==> run_1/final_congestion.png <==
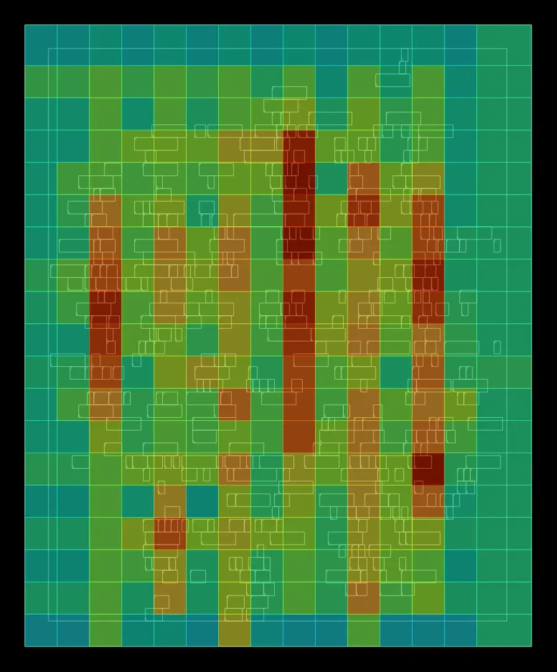
==> run_1/met2.png <==
Cells faint in the background.
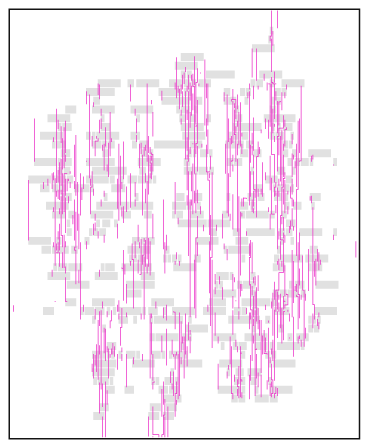
==> run_1/metal_stack.png <==
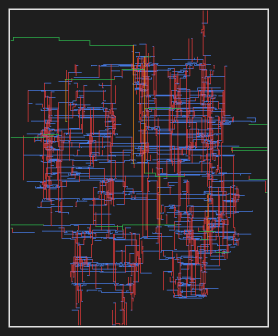
==> run_1/clock_map.png <==
Scale bar: 20 microns.
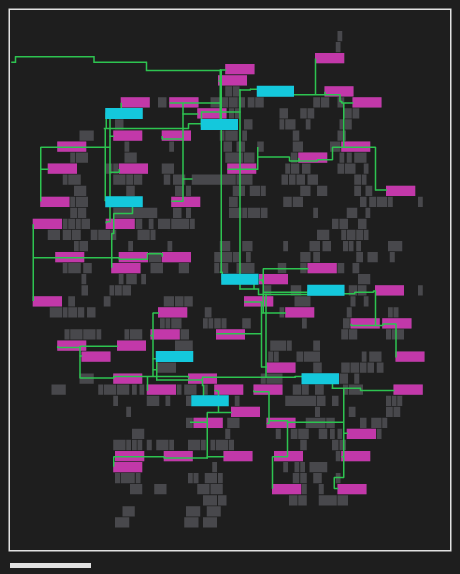
File: src/rtl/ps2_host_transmitter.sv
// PS/2 host-to-device command transmitter: inhibit, request-to-send, clocked-out frame,
// device ACK check and a whole-transfer timeout. Lines are driven open-drain via pull-low enables.
module ps2_host_transmitter #(
    parameter int INHIBIT_CYCLES = 5000,
    parameter int TIMEOUT_CYCLES = 750000
) (
    input  logic       clk,
    input  logic       rst,
    input  logic       ps2_clk,
    input  logic       ps2_data,
    output logic       ps2_clk_low,
    output logic       ps2_data_low,
    input  logic [7:0] tx_data,
    input  logic       tx_start,
    output logic       tx_busy,
    output logic       tx_done,
    output logic       tx_error
);
    localparam int IW = $clog2(INHIBIT_CYCLES + 1);
    localparam int TW = $clog2(TIMEOUT_CYCLES + 1);

    typedef enum logic [2:0] {IDLE, INHIBIT, REQ, SEND, ACK, WAIT_IDLE, DONE} state_t;

    state_t        state, state_n;
    logic [IW-1:0] inh_cnt, inh_cnt_n;
    logic [TW-1:0] tmo_cnt, tmo_cnt_n;
    logic [3:0]    bit_cnt, bit_cnt_n;
    logic [8:0]    shreg, shreg_n;
    logic          clk_low_n, data_low_n, busy_n, done_n, error_n;

    logic clk_meta, clk_sync, clk_prev, data_meta, data_sync;
    logic fall;

    // Idle bus is high, so synchronizers reset to 1 to avoid a phantom falling edge.
    always_ff @(posedge clk) begin
        if (rst) begin
            clk_meta  <= 1'b1;
            clk_sync  <= 1'b1;
            clk_prev  <= 1'b1;
            data_meta <= 1'b1;
            data_sync <= 1'b1;
        end else begin
            clk_meta  <= ps2_clk;
            clk_sync  <= clk_meta;
            clk_prev  <= clk_sync;
            data_meta <= ps2_data;
            data_sync <= data_meta;
        end
    end

    assign fall = clk_prev & ~clk_sync;

    always_ff @(posedge clk) begin
        if (rst) begin
            state        <= IDLE;
            inh_cnt      <= '0;
            tmo_cnt      <= '0;
            bit_cnt      <= '0;
            shreg        <= '0;
            ps2_clk_low  <= 1'b0;
            ps2_data_low <= 1'b0;
            tx_busy      <= 1'b0;
            tx_done      <= 1'b0;
            tx_error     <= 1'b0;
        end else begin
            state        <= state_n;
            inh_cnt      <= inh_cnt_n;
            tmo_cnt      <= tmo_cnt_n;
            bit_cnt      <= bit_cnt_n;
            shreg        <= shreg_n;
            ps2_clk_low  <= clk_low_n;
            ps2_data_low <= data_low_n;
            tx_busy      <= busy_n;
            tx_done      <= done_n;
            tx_error     <= error_n;
        end
    end

    always_comb begin
        state_n    = state;
        inh_cnt_n  = inh_cnt;
        tmo_cnt_n  = tmo_cnt;
        bit_cnt_n  = bit_cnt;
        shreg_n    = shreg;
        clk_low_n  = ps2_clk_low;
        data_low_n = ps2_data_low;
        busy_n     = tx_busy;
        done_n     = 1'b0;
        error_n    = tx_error;
        case (state)
            IDLE: begin
                clk_low_n  = 1'b0;
                data_low_n = 1'b0;
                busy_n     = 1'b0;
                if (tx_start) begin
                    state_n   = INHIBIT;
                    shreg_n   = {~^tx_data, tx_data};
                    inh_cnt_n = '0;
                    clk_low_n = 1'b1;
                    busy_n    = 1'b1;
                    error_n   = 1'b0;
                end
            end
            INHIBIT: begin
                inh_cnt_n = inh_cnt + 1'b1;
                // Data goes low one cycle before the clock is released.
                if (inh_cnt == IW'(INHIBIT_CYCLES - 2))
                    data_low_n = 1'b1;
                if (inh_cnt == IW'(INHIBIT_CYCLES - 1)) begin
                    state_n    = REQ;
                    clk_low_n  = 1'b0;
                    data_low_n = 1'b1;
                    tmo_cnt_n  = '0;
                    bit_cnt_n  = '0;
                end
            end
            REQ, SEND, ACK, WAIT_IDLE: begin
                tmo_cnt_n = tmo_cnt + 1'b1;
                if (tmo_cnt == TW'(TIMEOUT_CYCLES - 1)) begin
                    state_n    = DONE;
                    clk_low_n  = 1'b0;
                    data_low_n = 1'b0;
                    done_n     = 1'b1;
                    error_n    = 1'b1;
                end else begin
                    case (state)
                        REQ: if (fall) begin
                            data_low_n = ~shreg[0];
                            shreg_n    = {1'b1, shreg[8:1]};
                            bit_cnt_n  = 4'd1;
                            state_n    = SEND;
                        end
                        SEND: if (fall) begin
                            if (bit_cnt == 4'd9) begin
                                data_low_n = 1'b0;
                                state_n    = ACK;
                            end else begin
                                data_low_n = ~shreg[0];
                                shreg_n    = {1'b1, shreg[8:1]};
                                bit_cnt_n  = bit_cnt + 4'd1;
                            end
                        end
                        ACK: if (fall) begin
                            error_n = data_sync;
                            state_n = WAIT_IDLE;
                        end
                        WAIT_IDLE: if (clk_sync && data_sync) begin
                            done_n  = 1'b1;
                            state_n = DONE;
                        end
                        default: ;
                    endcase
                end
            end
            DONE: begin
                busy_n  = 1'b0;
                state_n = IDLE;
            end
            default: state_n = IDLE;
        endcase
    end
endmodule

File: config.mk
export PLATFORM = sky130hd
export DESIGN_NAME = ps2_host_transmitter
export DESIGN_NICKNAME = d
export VERILOG_FILES = /design/src/rtl/ps2_host_transmitter.sv
export SDC_FILE = /design/constraint.sdc
export NUM_CORES = 1
export LEC_CHECK = 0
export CORE_ASPECT_RATIO = 1.25
export CORE_MARGIN = 5
export CORE_UTILIZATION = 25
export CTS_CLUSTER_DIAMETER = 100
export CTS_CLUSTER_SIZE = 14
export DETAILED_ROUTE_END_ITERATION = 6
export HOLD_SLACK_MARGIN = 0.12
export PLACE_DENSITY = 0.38
export RECOVER_POWER = 50
export SYNTH_ARGS = -nofsm -noshare
export SYNTH_HDL_FRONTEND = slang
export SYNTH_SLANG_ARGS = --single-unit
File: constraint.sdc
create_clock -name clk -period 2.9 [get_ports clk]
set_input_delay 0.725 -clock clk [delete_from_list [all_inputs] [get_ports clk]]
set_output_delay 0.725 -clock clk [all_outputs]
set_load 0.1 [all_outputs]
==> job_summary.md, run 1 <==
## Synthesis and layout report

| Metric | Value |
|---|---|
| Die H | `132.9 microns` |
| Register area | `1181 sq um` |
| Pre-placement core utilization | `25.19%` |
| Post-Syn Area | `3020 sq um` |
| CTS clk-pin slew, worst paths | `50 ps` |
| Initial antenna violation count | `0` |
| Yosys chip area | `3020 sq um` |
| Pin count of the biggest net entering global routing | `43` |
| Largest cell class by area | `combinational gates` |
| Sequential area share after synthesis | `39.11%` |
| Setup repair bufs after CTS | `0` |
| Combinational gate power | `826 uW` |
| Clk Tree Root Cell | `clkbuf_16` |
| Die Wd | `108.3 microns` |
| Period utilization | `89.83%` |
| Internal power | `1976 uW` |
| Max Slew Vio Count | `0` |
| Commonest Layout Cell | `nor2_1` |
| Relative slew slack | `21.95%` |
| Number of flops mapped to enable cells by yosys | `0` |
| Final hold viol count | `0` |
| Main power group | `clock` |
| Clk buf depth | `2` |
| Total Wirelength | `7792 microns` |
| Pre-CTS setup slack | `372.1 ps` |
| Commonest flop | `dfxtp_1` |
| Syn nets | `398` |
| Logic share of the area | `47.13%` |
| Logic area | `1734 sq um` |
| Flop count | `59` |
| Total grt overflow | `0` |
| Vias in the first global route | `2671` |
| Max-cap violations | `0` |
| Total number of vias | `2687` |
| Share of layout cells above drive strength 1 | `10.37%` |
| Clock power share | `39.0%` |
| Yosys cell count | `380` |
| Port bufs | `17` |
| Logic gate share of total power | `27.7%` |
| NumNets Final | `418` |
| Status | `finished clean` |
| Setup TNS | `0 ps` |
| Sink Count | `59` |
| Rows | `45` |
| Unrepaired setup endpoints after global routing | `no` |
| IO Pins | `18` |
| DP Area | `3390 sq um` |
| Logic inverters | `5` |
| Hold Crit Class | `reg -> reg` |
| Clock buffer count | `11` |
| Post-route minimum period | `2605 ps` |
| Max Fanout on Critical Path | `7` |
| M1 GR Usage | `14.01%` |
| Ant diodes | `0` |
| Number of logic gates | `296` |
| Worst EP required | `3140 ps` |
Notes on final_congestion.png above:
GR peak layer: met2
DR WL/cell: 13.69 microns
gr usage total: 11.43%

Notes on met2.png above:
nets with wire on the layer: 327
wire length on this layer: 3730 microns

Notes on metal_stack.png above:
[green] met3 | wire length: 256 microns
[orange] met4 | wire length: 156 microns
[red] met2 | wire length: 3730 microns
[blue] met1 | wire length: 3650 microns

Notes on clock_map.png above:
[magenta] flip-flops | count: 59
[cyan] cells driving clock nets | count: 9
[green] clock wires | length: 978 microns
routed clock nets: 10

## run 1: cell usage after synthesis (2+ instances only)
cell and count:
o22ai_1 2, a21o_1 2, a22oi_1 3, clkbuf_1 17
a211oi_1 2, xnor2_1 12, nor2_1 62, and2_1 2
a21oi_1 18, and3_1 10, nand3b_1 3, ha_1 5
a311oi_1 12, nand4_1 12, a31oi_1 3, o21a_1 2
o21ai_0 20, nand3_1 16, xor2_1 11, or2_2 7
inv_1 5, nand2_1 43, a211o_1 3, buf_2 3
mux2_2 3, nand2b_1 5, nor3_1 6, nor4_1 6
dfxtp_1 59, nor3b_1 3, nor2b_1 8
## run 1: layer usage
| metal | wire (microns) | share of wire, % |
|---|---|---|
| met5 | 0 | 0 |
| met4 | 155 | 2.0 |
| met3 | 255 | 3.3 |
| met2 | 3732 | 48 |
| met1 | 3648 | 47 |
## run 1: path summary, 6_finish.rpt
check	startpoint	to	cells after the start
worst max-delay path	inh_cnt[5]	bit_cnt[1]	6
worst min-delay path	data_meta	data_sync	1
worst max register to register	inh_cnt[5]	bit_cnt[1]	6
worst min register to register	data_meta	data_sync	1
## run 1: critical path: stages (launching register included)
cell     delay (ps)
dfxtp_1         370
or4b_1          610
nor4_4          390
o21ai_0         250
a211o_1         410
or3_1           350
a21oi_2         140
## run 1: cells by family after synthesis
family | synth area share [%]
adders and majority gates | 2.071
xor gates and xnor gates | 6.669
DFF | 39.11
AOI/OAI and AO/OA | 16.24
muxes | 1.118
buffers and inverters | 3.231
and+or+nand+nor | 31.57
## run 1: flip-flops by register name, indices dropped and copies added, names as in the netlist
name          count
tmo_cnt          20
inh_cnt          13
shreg             9
bit_cnt           4
state             3
clk_meta          1
clk_prev          1
clk_sync          1
data_meta         1
data_sync         1
ps2_clk_low       1
ps2_data_low      1
tx_busy           1
tx_done           1
tx_error          1
==> run_1/met3.png <==
Scale bar: 20 microns. Cells faint in the background.
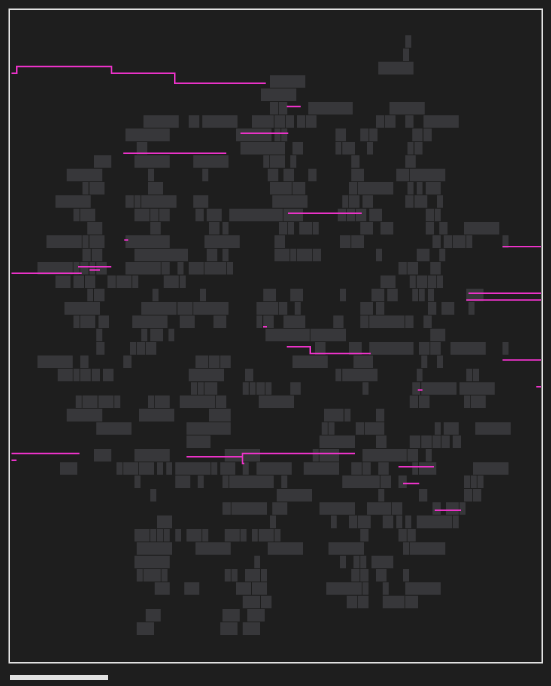

==> inputs of run 2 (changes only) <==
--- a/config.mk
+++ b/config.mk
@@ -12,6 +12,7 @@
 export CTS_CLUSTER_SIZE = 14
 export DETAILED_ROUTE_END_ITERATION = 6
 export HOLD_SLACK_MARGIN = 0.12
+export MAX_ROUTING_LAYER = met4
 export PLACE_DENSITY = 0.38
 export RECOVER_POWER = 50
 export SYNTH_ARGS = -nofsm -noshare
==> constraint.sdc (replaced) <==
create_clock -name clk -period 2.5 [get_ports clk]
set_input_delay 0.625 -clock clk [delete_from_list [all_inputs] [get_ports clk]]
set_output_delay 0.625 -clock clk [all_outputs]
set_load 0.1 [all_outputs]
==> run_2/met3.png <==
Scale bar: 20 microns. Cells faint in the background.
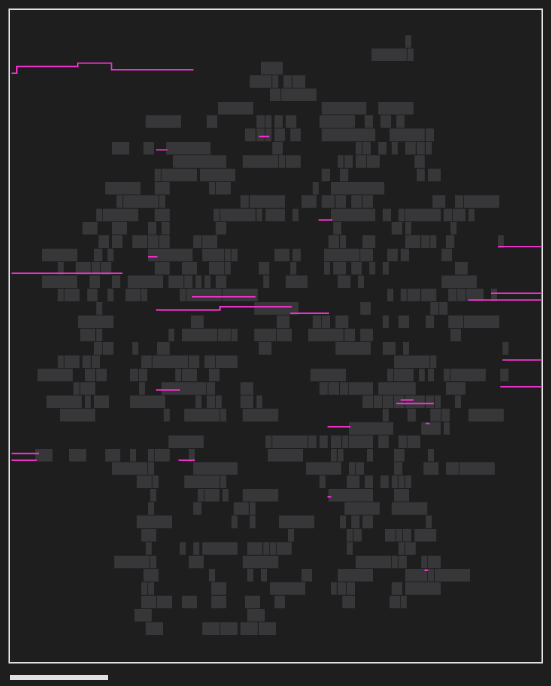
longest straight run: 22.3 microns
nets with wire on the layer: 14
share of all routed wire: 2.5%

==> job_summary.md, run 2 <==
## Synthesis and layout report

| Metric | Value |
|---|---|
| Rows | `45 (unchanged)` |
| Pre-placement core utilization | `25.19% (unchanged)` |
| Yosys chip area | `3020 sq um (unchanged)` |
| Ant diodes | `0 (unchanged)` |
| Period utilization | `94.04% (+4.2 points)` |
| Relative slew slack | `22.48% (+0.53 points)` |
| Chip footprint | `14390 sq um` |
| Sink Count | `59 (unchanged)` |
| Yosys cell count | `380 (unchanged)` |
| Final hold viol count | `0 (unchanged)` |
| Kind of start point of the critical path | `flop` |
| Pre-CTS setup slack | `162.9 ps (-209.2 ps)` |
| GR met3 Demand/Resource | `2.245%` |
| Setup TNS | `0 ps (unchanged)` |
| Top cells by area | `dfxtp_1 39%, nor2_1 7.7%, nand2_1 5.3%` |
| Hold buffers post-CTS | `0` |
| Maximum vdd drop | `269.1 uV` |
| H-tree Lvls | `3` |
| GR peak layer | `met2` |
| Initial antenna violation count | `0 (unchanged)` |
| Max-cap violations | `0 (unchanged)` |
| Gr usage total | `11.99% (+0.57 points)` |
| Non-filler cells, final | `575` |
| Top Registers | `tmo_cnt x20, inh_cnt x13, shreg x9` |
| DR WL/cell | `13.70 microns (about the same)` |
| Stage-log warning count | `28` |
| Max Fanout on Critical Path | `7 (unchanged)` |
| Commonest Layout Cell | `nor2_1` |
| Synth top area share | `39.11%` |
| Final Skew | `8.606 ps` |
| CTS tree | `done` |
| Synth top cell by count | `nor2_1` |
| Max FFs per register | `20 (unchanged)` |
| Placed Cells | `559` |
| Pin count of the biggest net entering global routing | `25 (-42%)` |
| Area delta synth->final | `24.19%` |
| Share of layout cells above drive strength 1 | `11.68% (+1.3 points)` |
| Post-route minimum period | `2351 ps (-254.1 ps)` |
| DP Area | `3447 sq um (+1.7%)` |
| M1 GR Usage | `14.90% (+0.90 points)` |
| Max layer used | `met4` |
| Largest area contributor in the netlist | `dfxtp_1` |
| Total Wirelength | `7879 microns (+1.1%)` |
| Met1 Routed Length | `3779 microns (+3.6%)` |
| Register with the most flip-flops | `tmo_cnt` |
| Number of flops mapped to enable cells by yosys | `0 (unchanged)` |
| Unrepaired setup endpoints after global routing | `no` |
| Worst EP required | `2760 ps (-380 ps)` |
| Routed wl met3 | `199 microns (-22%)` |
| Core Area | `11990 sq um` |
| Commonest cells post-synth | `62 x nor2_1, 59 x dfxtp_1, 43 x nand2_1` |
| IO Pins | `18 (unchanged)` |
| Clk buf depth | `2 (unchanged)` |
| Clk_lat worst skew | `330 ps` |
| Status | `finished clean` |
| Crit path capture type | `flop` |
| Async set or reset register ratio after synthesis | `0%` |
| Met2 routed WL | `3704 microns (-0.75%)` |
| Yosys cell types | `46` |
| Syn Inst Count | `380` |
| Post-Syn Area | `3020 sq um (unchanged)` |
| Pwr dens | `964.3 nW/um^2` |
| Die Wd | `108.3 microns (unchanged)` |
| Clk Tree Root Cell | `clkbuf_16` |
| Syn nets | `398 (unchanged)` |
| Routed Antenna Nets | `0` |
| Vias per cell | `4.711` |
| Total number of vias | `2709 (+0.82%)` |
| Die H | `132.9 microns (unchanged)` |
| DRC | `0` |
| Most frequent cells in the layout | `62 x nor2_1, 59 x dfxtp_1, 43 x nand2_1` |
| Max Fclk | `425.3 MHz` |
| Worst slew pin tran | `1168 ps` |
| Final Core Density | `31.28%` |
| Fill count | `1305` |
| Post-detail-place hpwl | `5504 microns` |
| Port bufs | `17 (unchanged)` |
| NumNets Final | `424 (+1.4%)` |
| Vias in the first global route | `2559 (-4.2%)` |
| Ys Warns | `0` |
| Setup repair bufs after CTS | `0 (unchanged)` |
| Sequential area share after synthesis | `39.11% (unchanged)` |
| Max Slew Vio Count | `0 (unchanged)` |
| Total grt overflow | `0 (unchanged)` |
| Tot Pwr | `3617 uW` |
| Hold Crit Class | `reg -> reg` |
| Commonest flop | `dfxtp_1` |
| First-pass GRT wire length | `13140 microns` |
| Setup WS post-layout | `149.0 ps` |
| CTS clk-pin slew, worst paths | `50 ps (about the same)` |
-- run 2: cell counts after synthesis --
No cell type changed its count.
-- run 2: report_power, final --
group | total [uW] | internal [uW] | switching [uW]
logic | 1020 | 363 | 653
clock network | 1440 | 997 | 446
registers | 1160 | 1060 | 98.4
total | 3620 | 2420 | 1200
-- run 2: final cells by class --
type | instances | area [sq um] | area share (%)
Inverter | 5 | 18.77 | 0.5003
Clock buffer | 11 | 242.7 | 6.471
Clock inverter | 5 | 100.1 | 2.668
Sequential cell | 59 | 1181 | 31.49
Multi-Input combinational cell | 296 | 1742 | 46.43
Tap cell | 164 | 205.2 | 5.470
Timing Repair Buffer | 35 | 261.5 | 6.971
-- run 2: final timing paths --
check	startpoint	to	slack, ps	depth (start not counted)
worst min register to register	data_meta	data_sync	430	1
worst max-delay path	inh_cnt[5]	bit_cnt[1]	150	6
worst min-delay path	data_meta	data_sync	430	1
worst max register to register	inh_cnt[5]	bit_cnt[1]	150	6
-- run 2: kinds of logic (layout without fill, tap and decap cells) --
| kind of cell | count (synthesis) | in the layout | synth area share, % |
|---|---|---|---|
| buffers and inverters | 25 | 56 | 3.231 |
| adders and majority gates | 5 | 5 | 2.071 |
| xor gates and xnor gates | 23 | 23 | 6.669 |
| muxes | 3 | 3 | 1.118 |
| DFF | 59 | 59 | 39.11 |
| and+or+nand+nor | 191 | 191 | 31.57 |
| AOI/OAI and AO/OA | 74 | 74 | 16.24 |
-- run 2: critical path, stage by stage, from the launching register on --
cell and delay [ps]:
dfxtp_1 360, or4b_4 570, nor4_4 390, o21ai_2 130
a211o_1 350, or3_1 340, a21oi_2 130
==> inputs of run 3 (changes only) <==
--- a/config.mk
+++ b/config.mk
@@ -9,8 +9,9 @@
 export CORE_MARGIN = 5
 export CORE_UTILIZATION = 25
 export CTS_CLUSTER_DIAMETER = 100
-export CTS_CLUSTER_SIZE = 14
+export CTS_CLUSTER_SIZE = 12
 export DETAILED_ROUTE_END_ITERATION = 6
+export GPL_ROUTABILITY_DRIVEN = 0
 export HOLD_SLACK_MARGIN = 0.12
 export MAX_ROUTING_LAYER = met4
 export PLACE_DENSITY = 0.38
==> run_3/met2.png <==
Cells faint in the background.
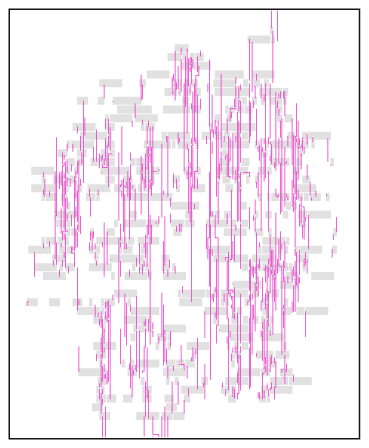
grt met2 use: 18.26%
Total Wirelength: 7879 microns
total number of vias: 2709

==> job_summary.md, run 3 <==
## Synthesis and layout report

| Metric | Value |
|---|---|
| Critical Path, Cell by Cell | `or4b_4 > nor4_4 > o21ai_2 > a211o_1 > or3_1 > a21oi_2` |
| Post-detail-place hpwl | `5504 microns (unchanged)` |
| Hold Crit Class | `reg -> reg` |
| Die Wd | `108.3 microns (unchanged)` |
| M1 GR Usage | `14.90% (unchanged)` |
| Clk buf depth | `2 (unchanged)` |
| Max FFs per register | `20 (unchanged)` |
| Max Slew Vio Count | `0 (unchanged)` |
| Number of flops mapped to enable cells by yosys | `0 (unchanged)` |
| Final Core Density | `31.28% (unchanged)` |
| Maximum vdd drop | `269.1 uV (unchanged)` |
| Slowest cell on the critical path | `or4b_4` |
| Post-Syn Area | `3020 sq um (unchanged)` |
| DP Area | `3447 sq um (unchanged)` |
| Final Skew | `8.606 ps (unchanged)` |
| Vias per cell | `4.711 (unchanged)` |
| Core Area | `11990 sq um (unchanged)` |
| Unrepaired setup endpoints after global routing | `no` |
| Syn nets | `398 (unchanged)` |
| WP buf/inv | `0 (unchanged)` |
| Largest area contributor in the netlist | `dfxtp_1` |
| Async set or reset register ratio after synthesis | `0% (unchanged)` |
| Synth top area share | `39.11% (unchanged)` |
| Commonest cells post-synth | `62 x nor2_1, 59 x dfxtp_1, 43 x nand2_1` |
| Crit path capture type | `flop` |
| Total grt overflow | `0 (unchanged)` |
| Max Fanout on Critical Path | `7 (unchanged)` |
| Yosys cell types | `46 (unchanged)` |
| Period utilization | `94.04% (unchanged)` |
| DRC | `0 (unchanged)` |
| Pin count of the biggest net entering global routing | `25 (unchanged)` |
| Top cells by area | `dfxtp_1 39%, nor2_1 7.7%, nand2_1 5.3%` |
| Pre-placement core utilization | `25.19% (unchanged)` |
| Commonest flop | `dfxtp_1` |
| NumNets Final | `424 (unchanged)` |
| Relative slew slack | `22.48% (unchanged)` |
| Status | `finished clean` |
| Yosys chip area | `3020 sq um (unchanged)` |
| Final hold viol count | `0 (unchanged)` |
| Rows | `45 (unchanged)` |
| Worst EP required | `2760 ps (about the same)` |
| Syn Inst Count | `380 (unchanged)` |
| CTS clk-pin slew, worst paths | `50 ps (about the same)` |
| Top Registers | `tmo_cnt x20, inh_cnt x13, shreg x9` |
| IO Pins | `18 (unchanged)` |
| First-pass GRT wire length | `13140 microns (unchanged)` |
| Initial antenna violation count | `0 (unchanged)` |
| Port bufs | `17 (unchanged)` |
| Synth top cell by count | `nor2_1` |
| Crit path max-delay family | `simple AND/OR/NAND/NOR gates` |
| H-tree Lvls | `3 (unchanged)` |
| Kind of start point of the critical path | `flop` |
| Setup TNS | `0 ps (unchanged)` |
| Area delta synth->final | `24.19% (unchanged)` |
| Ant diodes | `0 (unchanged)` |
| Routed Antenna Nets | `0 (unchanged)` |
| Worst slew pin tran | `1168 ps (unchanged)` |
| Gr usage total | `11.99% (unchanged)` |
==> run 3: cell counts after synthesis <==
Identical to the previous run, type by type.
==> run 3: worst paths after layout <==
kind | startpoint | end | slack [ps] | cells past startpoint
worst max-delay path | inh_cnt[5] | bit_cnt[1] | 150 | 6
worst min-delay path | data_meta | data_sync | 430 | 1
worst max register to register | inh_cnt[5] | bit_cnt[1] | 150 | 6
worst min register to register | data_meta | data_sync | 430 | 1
==> run 3: final cells by class <==
cell class,instances,area (sq um)
clock buffer,11,242.7
clock inverter,5,100.1
fill,1305,8242
inverter,5,18.77
multi-input combinational,296,1742
sequential,59,1181
tap,164,205.2
timing repair buffer,35,261.5
==> run 3: logic make-up (layout without fill, tap and decap cells) <==
family          Yosys count  in the layout  share of synthesized area, %
simple gates            191            191                         31.57
buf+inv                  25             56                         3.231
xor+xnor                 23             23                         6.669
mux                       3              3                         1.118
flops                    59             59                         39.11
compound gates           74             74                         16.24
fa+ha+maj                 5              5                         2.071
==> run 3: stage by stage <==
stage	hold WS [ps]	setup slack, ps	total power [uW]
2_1_floorplan	389.5	358.7	1888
3_3_place_gp	421.6	220.2	2231
3_5_place_dp	419.7	162.9	2231
4_1_cts	429.4	129.4	3706
5_1_grt	445.6	13.84	3843
6_report	425.5	149.0	3617
==> run 3: metal layers <==
metal / up-vias / routed length, microns
met3: 15 / 199
met4: 0 / 195
li1: 1407 / -
met1: 1261 / 3779
met5: - / 0
met2: 26 / 3704
==> run 3: power by group <==
| group | internal [uW] | total (uW) | switching (uW) |
|---|---|---|---|
| sequential | 1060 | 1160 | 98.4 |
| clock | 997 | 1440 | 446 |
| combinational | 363 | 1020 | 653 |
==> run 3: worst register-to-register path, delay by kind of cell (launching register included) <==
kind / cells / cell delay (ps)
flops: 1 / 360
simple gates: 3 / 1300
compound gates: 3 / 610
Power figures rest on the tool's default switching activity, not on a simulated workload.
